Run 1, met3 routing:
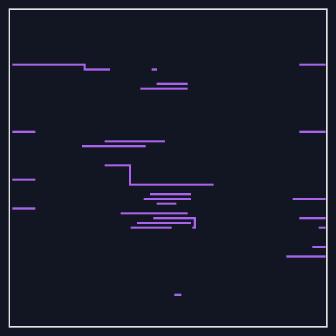
Run 1, wire density map:
The die is cut into 9 by 9 equal tiles; black is low, pale yellow is high, scaled to the fullest tile. Values are wire area over tile area, all layers added.
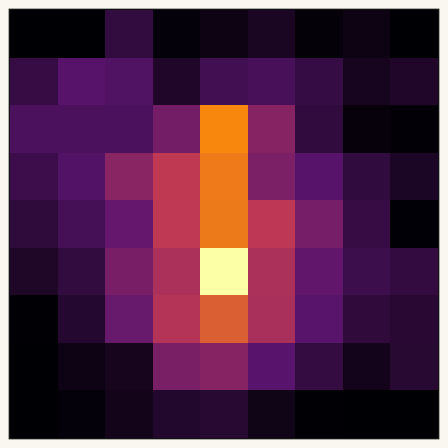
Run 1, where the registers sit:
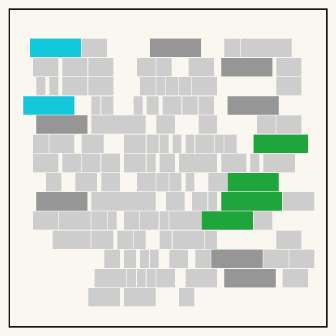
Run 1, wires at chosen ports, followed through buffers:
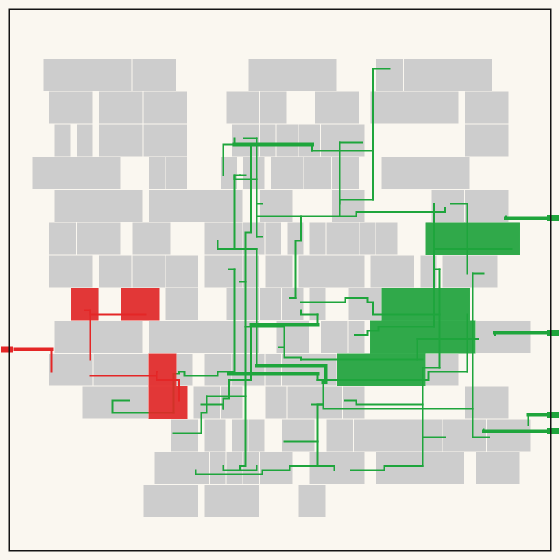
[config.mk]
export PLATFORM = sky130hd
export DESIGN_NAME = param_control_unit
export DESIGN_NICKNAME = d
export VERILOG_FILES = /design/src/rtl/param_control_unit.sv
export SDC_FILE = /design/constraint.sdc
export NUM_CORES = 1
export LEC_CHECK = 0
export ABC_AREA = 0
export CAP_MARGIN = 0
export CORE_MARGIN = 1.5
export CORE_UTILIZATION = 48
export DETAILED_ROUTE_END_ITERATION = 7
export GPL_ROUTABILITY_DRIVEN = 0
export PLACE_DENSITY = 0.74
export SYNTH_ARGS = -nofsm -noshare
export SYNTH_HDL_FRONTEND = slang
export SYNTH_SLANG_ARGS = --single-unit
[constraint.sdc]
create_clock -name clk -period 2.1 [get_ports clk]
set_input_delay 0.315 -clock clk [delete_from_list [all_inputs] [get_ports clk]]
set_output_delay 0.315 -clock clk [all_outputs]
set_load 0.05 [all_outputs]
[src/rtl/param_control_unit.sv]
// Parametrised calculator sequencer: opcode select, NUM_OPS operand loads, execute, display.
// Define CU_DEBOUNCE_EN to filter ENTER/BACK through a DB_CYCLES stability counter.
module param_control_unit #(
  parameter int NUM_OPS   = 2,
  parameter int STATE_W   = 4,
  parameter int DB_CYCLES = 4
) (
  input  logic               clk,
  input  logic               CLR,
  input  logic               ENTER,
  input  logic               BACK,
  input  logic [1:0]         MODE,
  output logic               RESET,
  output logic               LoadOU,
  output logic [NUM_OPS-1:0] LoadOp,
  output logic               LoadR,
  output logic               IUAU,
  output logic [1:0]         OpCode,
  output logic               Busy,
  output logic [STATE_W-1:0] LEDR
);

  if (NUM_OPS < 1 || NUM_OPS > 8 || (2 ** STATE_W) < NUM_OPS + 4 || DB_CYCLES < 1) begin : g_bad_params
    $error("param_control_unit: illegal parameter combination");
  end

  // Operand states OP_k occupy the encodings between OP0 and EXEC.
  typedef enum logic [STATE_W-1:0] {
    IDLE  = STATE_W'(0),
    OPSEL = STATE_W'(1),
    OP0   = STATE_W'(2),
    EXEC  = STATE_W'(NUM_OPS + 2),
    DONE  = STATE_W'(NUM_OPS + 3)
  } state_t;

  state_t               state, state_n;
  logic                 reset_n, loadou_n, loadr_n;
  logic [NUM_OPS-1:0]   loadop_n;
  logic [1:0]           opcode_n;
  logic                 enter_lvl, back_lvl;
  logic                 enter_q, back_q;
  logic                 ent_ev, back_ev;
  logic [STATE_W-1:0]   op_idx;

`ifdef CU_DEBOUNCE_EN
  localparam int CW = $clog2(DB_CYCLES + 1);

  logic          enter_filt, back_filt;
  logic [CW-1:0] enter_cnt, back_cnt;

  // A filtered level flips only after the raw input disagrees for DB_CYCLES clocks in a row.
  always_ff @(posedge clk) begin
    if (CLR) begin
      enter_filt <= 1'b1;
      back_filt  <= 1'b1;
      enter_cnt  <= '0;
      back_cnt   <= '0;
    end else begin
      if (ENTER == enter_filt) begin
        enter_cnt <= '0;
      end else if (enter_cnt == CW'(DB_CYCLES - 1)) begin
        enter_filt <= ENTER;
        enter_cnt  <= '0;
      end else begin
        enter_cnt <= enter_cnt + 1'b1;
      end
      if (BACK == back_filt) begin
        back_cnt <= '0;
      end else if (back_cnt == CW'(DB_CYCLES - 1)) begin
        back_filt <= BACK;
        back_cnt  <= '0;
      end else begin
        back_cnt <= back_cnt + 1'b1;
      end
    end
  end

  assign enter_lvl = enter_filt;
  assign back_lvl  = back_filt;
`else
  assign enter_lvl = ENTER;
  assign back_lvl  = BACK;
`endif

  assign ent_ev  = enter_lvl & ~enter_q;
  assign back_ev = back_lvl & ~back_q;
  assign op_idx  = state - STATE_W'(2);

  // BACK takes priority over ENTER whenever both events land in the same cycle.
  always_comb begin
    state_n  = state;
    reset_n  = 1'b0;
    loadou_n = 1'b0;
    loadop_n = '0;
    loadr_n  = 1'b0;
    opcode_n = OpCode;
    case (state)
      IDLE: begin
        if (ent_ev && !back_ev) begin
          state_n = OPSEL;
          reset_n = 1'b1;
        end
      end
      OPSEL: begin
        if (back_ev) begin
          state_n = IDLE;
        end else if (ent_ev) begin
          state_n  = OP0;
          loadou_n = 1'b1;
          opcode_n = MODE;
        end
      end
      EXEC: begin
        state_n = DONE;
        loadr_n = 1'b1;
      end
      DONE: begin
        if (back_ev) begin
          state_n = IDLE;
        end else if (ent_ev) begin
          loadr_n = 1'b1;
        end
      end
      default: begin
        if (state >= OP0 && state < EXEC) begin
          if (back_ev) begin
            state_n = (state == OP0) ? OPSEL : state_t'(state - 1'b1);
          end else if (ent_ev) begin
            state_n = state_t'(state + 1'b1);
            for (int k = 0; k < NUM_OPS; k++) begin
              if (op_idx == STATE_W'(k)) loadop_n[k] = 1'b1;
            end
          end
        end else begin
          state_n = IDLE;
        end
      end
    endcase
  end

  always_ff @(posedge clk) begin
    if (CLR) begin
      state   <= IDLE;
      RESET   <= 1'b0;
      LoadOU  <= 1'b0;
      LoadOp  <= '0;
      LoadR   <= 1'b0;
      OpCode  <= 2'b00;
      enter_q <= 1'b1;
      back_q  <= 1'b1;
    end else begin
      state   <= state_n;
      RESET   <= reset_n;
      LoadOU  <= loadou_n;
      LoadOp  <= loadop_n;
      LoadR   <= loadr_n;
      OpCode  <= opcode_n;
      enter_q <= enter_lvl;
      back_q  <= back_lvl;
    end
  end

  assign LEDR = state;
  assign IUAU = (state == EXEC) || (state == DONE);
  assign Busy = (state != IDLE) && (state != DONE);

endmodule

==> impl_metrics.csv, run 1 <==
group,metric,value,unit
synth,yosys_warnings,0,
grt,grt.overflow.total,0,
pwr,vdd_ir_drop_max,571,uV
finish,comb_share,49.6,%
finish,buffer_area_share,20.3,%
min_path,min_path_cells,2,
pwr,p_seq_share,29.7,%
synth,yosysTopAreaCellShare,31.0,%
clock_network,worstSkewPairLatency,290,ps
timing,fmax,0.493,GHz
die,dieWidth,44.8,um
critical_path,cp_slowest_cell,"clkdlybuf4s50_1",
route,first_pass_iters,5,
finish,inverters,3,
timing,setup_viol,0,
clock_network,cts_root_buffer,"clkbuf_4",
timing,hold_violations,0,
pwr,intPower,565,uW
critical_path,crit_family,"buffers and inverters",
critical_path,worstPathArrival,1710,ps
synth,fp_nets,110,
finish,syn_to_final_growth,29.2,%
grt,antenna_found_initial,0,
finish,nFillCells,130,
grt,grt_max_degree,14,
finish,largest_register_ffs,4,
pwr,pwr-share-clk,16.2,%
clock_network,cts_tree,"done",
die,dieArea,0.00201,mm2
synth,syn_area,840,um2
critical_path,crit_fanout,7,
synth,postSynth.asyncResetShare,0,%
pwr,combinationalPowerShare,54.0,%
clock_network,cts_hold_buf,0,
finish,combGateArea,538,um2
status,status,"completed",
min_path,hold_start,"OpCode[1]",
critical_path,crit_path_cell_trace,"buf_4 > clkdlybuf4s50_1",
route,wl_met1,793,um
min_path,holdCritPathClass,"flop to flop",
-- 'met3 routing' (at the start) --
share of all routed wire: 7.3%
wire length on this layer: 136 um
nets with wire on the layer: 23
Post-Route WL: 1860 um
DR vias: 763
met3 GRT Util: 6.00%

-- 'wire density map' (at the start) --
mean over tiles: 0.15
tiles over half the peak: 9.9%
densest ninth of the die: centre
nearly empty tiles: 19%
Routed WL per cell: 14.2 um
GRT Total Usage: 20.8%

-- 'where the registers sit' (at the start) --
| netlist name | colour | placed flops |
|---|---|---|
| `LEDR` | green | 4 |
| `OpCode` | cyan | 2 |
not coloured: 7
FF+latch area: 265 um2
Seq group: 290 uW

-- 'wires at chosen ports, followed through buffers' (at the start) --
| port | colour | bits | direction | end cells | buffers | wire |
|---|---|---|---|---|---|---|
| `LEDR` | green | 4 | output | 4 | 6 | 386 um |
| `BACK` | red | 1 | input | 4 | 1 | 24.1 um |
Buffers on Ports: 18
io pins: 19

==> run 1 -> run 2 <==
--- a/config.mk
+++ b/config.mk
@@ -7,11 +7,13 @@
 export LEC_CHECK = 0
 export ABC_AREA = 0
 export CAP_MARGIN = 0
+export CORE_ASPECT_RATIO = 1.2
 export CORE_MARGIN = 1.5
 export CORE_UTILIZATION = 48
 export DETAILED_ROUTE_END_ITERATION = 7
 export GPL_ROUTABILITY_DRIVEN = 0
 export PLACE_DENSITY = 0.74
+export SLEW_MARGIN = 10
 export SYNTH_ARGS = -nofsm -noshare
 export SYNTH_HDL_FRONTEND = slang
 export SYNTH_SLANG_ARGS = --single-unit
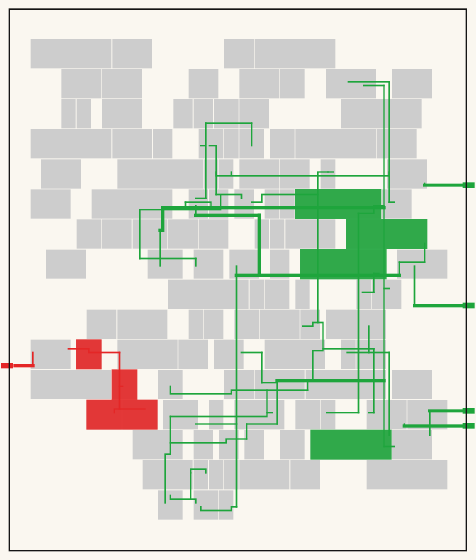
Run 2: wires at chosen ports, followed through buffers
| port | colour | bits | direction | end cells | buffers | wire |
|---|---|---|---|---|---|---|
| `BACK` | red | 1 | input | 4 | 1 | 15.9 um |
| `LEDR` | green | 4 | output | 4 | 7 | 375 um |

==> impl_metrics.csv, run 2 <==
group,metric,value,unit
route,via_count,762,
route,wl_met1,748,um
clock_network,worstSkewPairLatency,290,ps
grt,grt_use_total,22.2,%
grt,antenna_found_initial,0,
pwr,p_seq_share,28.2,%
die,dieWidth,41.2,um
timing,hold_violations,0,
place,port_buffers,18,
pwr,combinationalPowerShare,54.1,%
die,ios,19,
clock_network,cts_hold_buf,0,
synth,yosys_warnings,0,
critical_path,crit_path_cell_trace,"inv_1 > ha_2 > mux2i_1 > or2_2 > buf_12",
timing,setup_viol,0,
finish,syn_to_final_growth,28.5,%
finish,layout_top_cell_excl_fill_tap,"clkdlybuf4s50_1",
grt,grt_max_degree,14,
finish,comb_share,49.0,%
synth,yosysTopAreaCellShare,31.0,%
critical_path,worstPathArrival,1680,ps
die,dieArea,0.00201,mm2
route,wl,1900,um
clock_network,cts_root_buffer,"clkbuf_4",
route,top_layer,"met4",
grt,grt.overflow.total,0,
pwr,intPower,555,uW
status,status,"completed",
critical_path,crit_family,"adder cells",
route,wire_per_inst,14.1,um
synth,postSynth.asyncResetShare,0,%
timing,fmax,0.502,GHz
synth,syn_area,840,um2
min_path,holdCritPathClass,"flop to flop",
finish,nFillCells,140,
pwr,p_seq,272,uW
grt,met3_usage,5.48,%
finish,flop_area,263,um2
min_path,min_path_cells,2,
finish,inverters,3,
pwr,pwr-share-clk,17.7,%
route,first_pass_iters,4,
critical_path,crit_fanout,8,
critical_path,cp_slowest_cell,"ha_2",
finish,buffer_area_share,21.1,%
finish,combGateArea,528,um2
synth,fp_nets,110,
finish,largest_register_ffs,4,
Run 2, wire density map:
The die is cut into 8 by 10 equal tiles; black is low, pale yellow is high, scaled to the fullest tile. Values are wire area over tile area, all layers added.
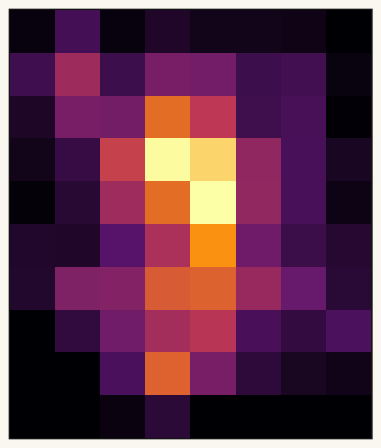

==> run 2 -> run 3 <==
--- a/config.mk
+++ b/config.mk
@@ -8,8 +8,8 @@
 export ABC_AREA = 0
 export CAP_MARGIN = 0
 export CORE_ASPECT_RATIO = 1.2
-export CORE_MARGIN = 1.5
 export CORE_UTILIZATION = 48
+export CTS_CLUSTER_SIZE = 16
 export DETAILED_ROUTE_END_ITERATION = 7
 export GPL_ROUTABILITY_DRIVEN = 0
 export PLACE_DENSITY = 0.74
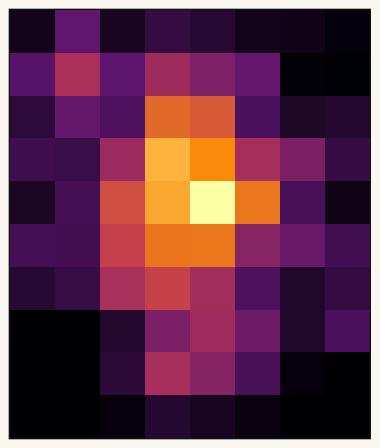
Run 3: wire density map
The die is cut into 8 by 10 equal tiles; black is low, pale yellow is high, scaled to the fullest tile. Values are wire area over tile area, all layers added.
fullest tile: 0.62
mean over tiles: 0.16
nearly empty tiles: 18%
Routed WL per cell: 13.7 um
Post-Route WL: 1820 um

==> impl_metrics.csv, run 3 <==
group,metric,value,unit
finish,largest_register_ffs,4,
pwr,intPower,546,uW
die,core-area,0.00164,mm2
grt,grt.overflow.total,0,
synth,yosys_warnings,0,
critical_path,worstPathArrival,1670,ps
synth,syn_area,840,um2
route,wl_met1,760,um
grt,grt_use_total,20.9,%
finish,layout_top_cell_excl_fill_tap,"clkdlybuf4s50_1",
critical_path,crit_family,"adder cells",
route,first_pass_iters,5,
synth,postSynth.asyncResetShare,0,%
pwr,combinationalPowerShare,52.1,%
status,status,"completed",
clock_network,cts_root_buffer,"clkbuf_4",
place,port_buffers,18,
critical_path,crit_path_cell_trace,"inv_1 > ha_2 > mux2i_1 > or2_2 > buf_12",
route,via_count,754,
clock_network,cts_hold_buf,0,
die,dieWidth,40.2,um
finish,inverters,3,
pwr,pwr-share-clk,16.6,%
finish,combGateArea,528,um2
finish,buffer_area_share,20.5,%
finish,flop_area,264,um2
finish,largest_class,"multi-input combinational cells",
min_path,min_path_cells,2,
critical_path,cp_slowest_cell,"ha_2",
finish,syn_to_final_growth,27.7,%
die,dieArea,0.00192,mm2
clock_network,worstSkewPairLatency,280,ps
die,ios,19,
min_path,holdCritPathClass,"flop to flop",
synth,fp_nets,110,
finish,comb_share,49.2,%
finish,nFillCells,143,
route,top_layer,"met4",
timing,fmax,0.504,GHz
pwr,p_seq,293,uW
synth,yosysTopAreaCellShare,31.0,%
grt,antenna_found_initial,0,
grt,grt_max_degree,14,
timing,setup_viol,0,
timing,hold_violations,0,
grt,met3_usage,6.05,%
No activity file was given, so power comes from the tool's default toggle rates.
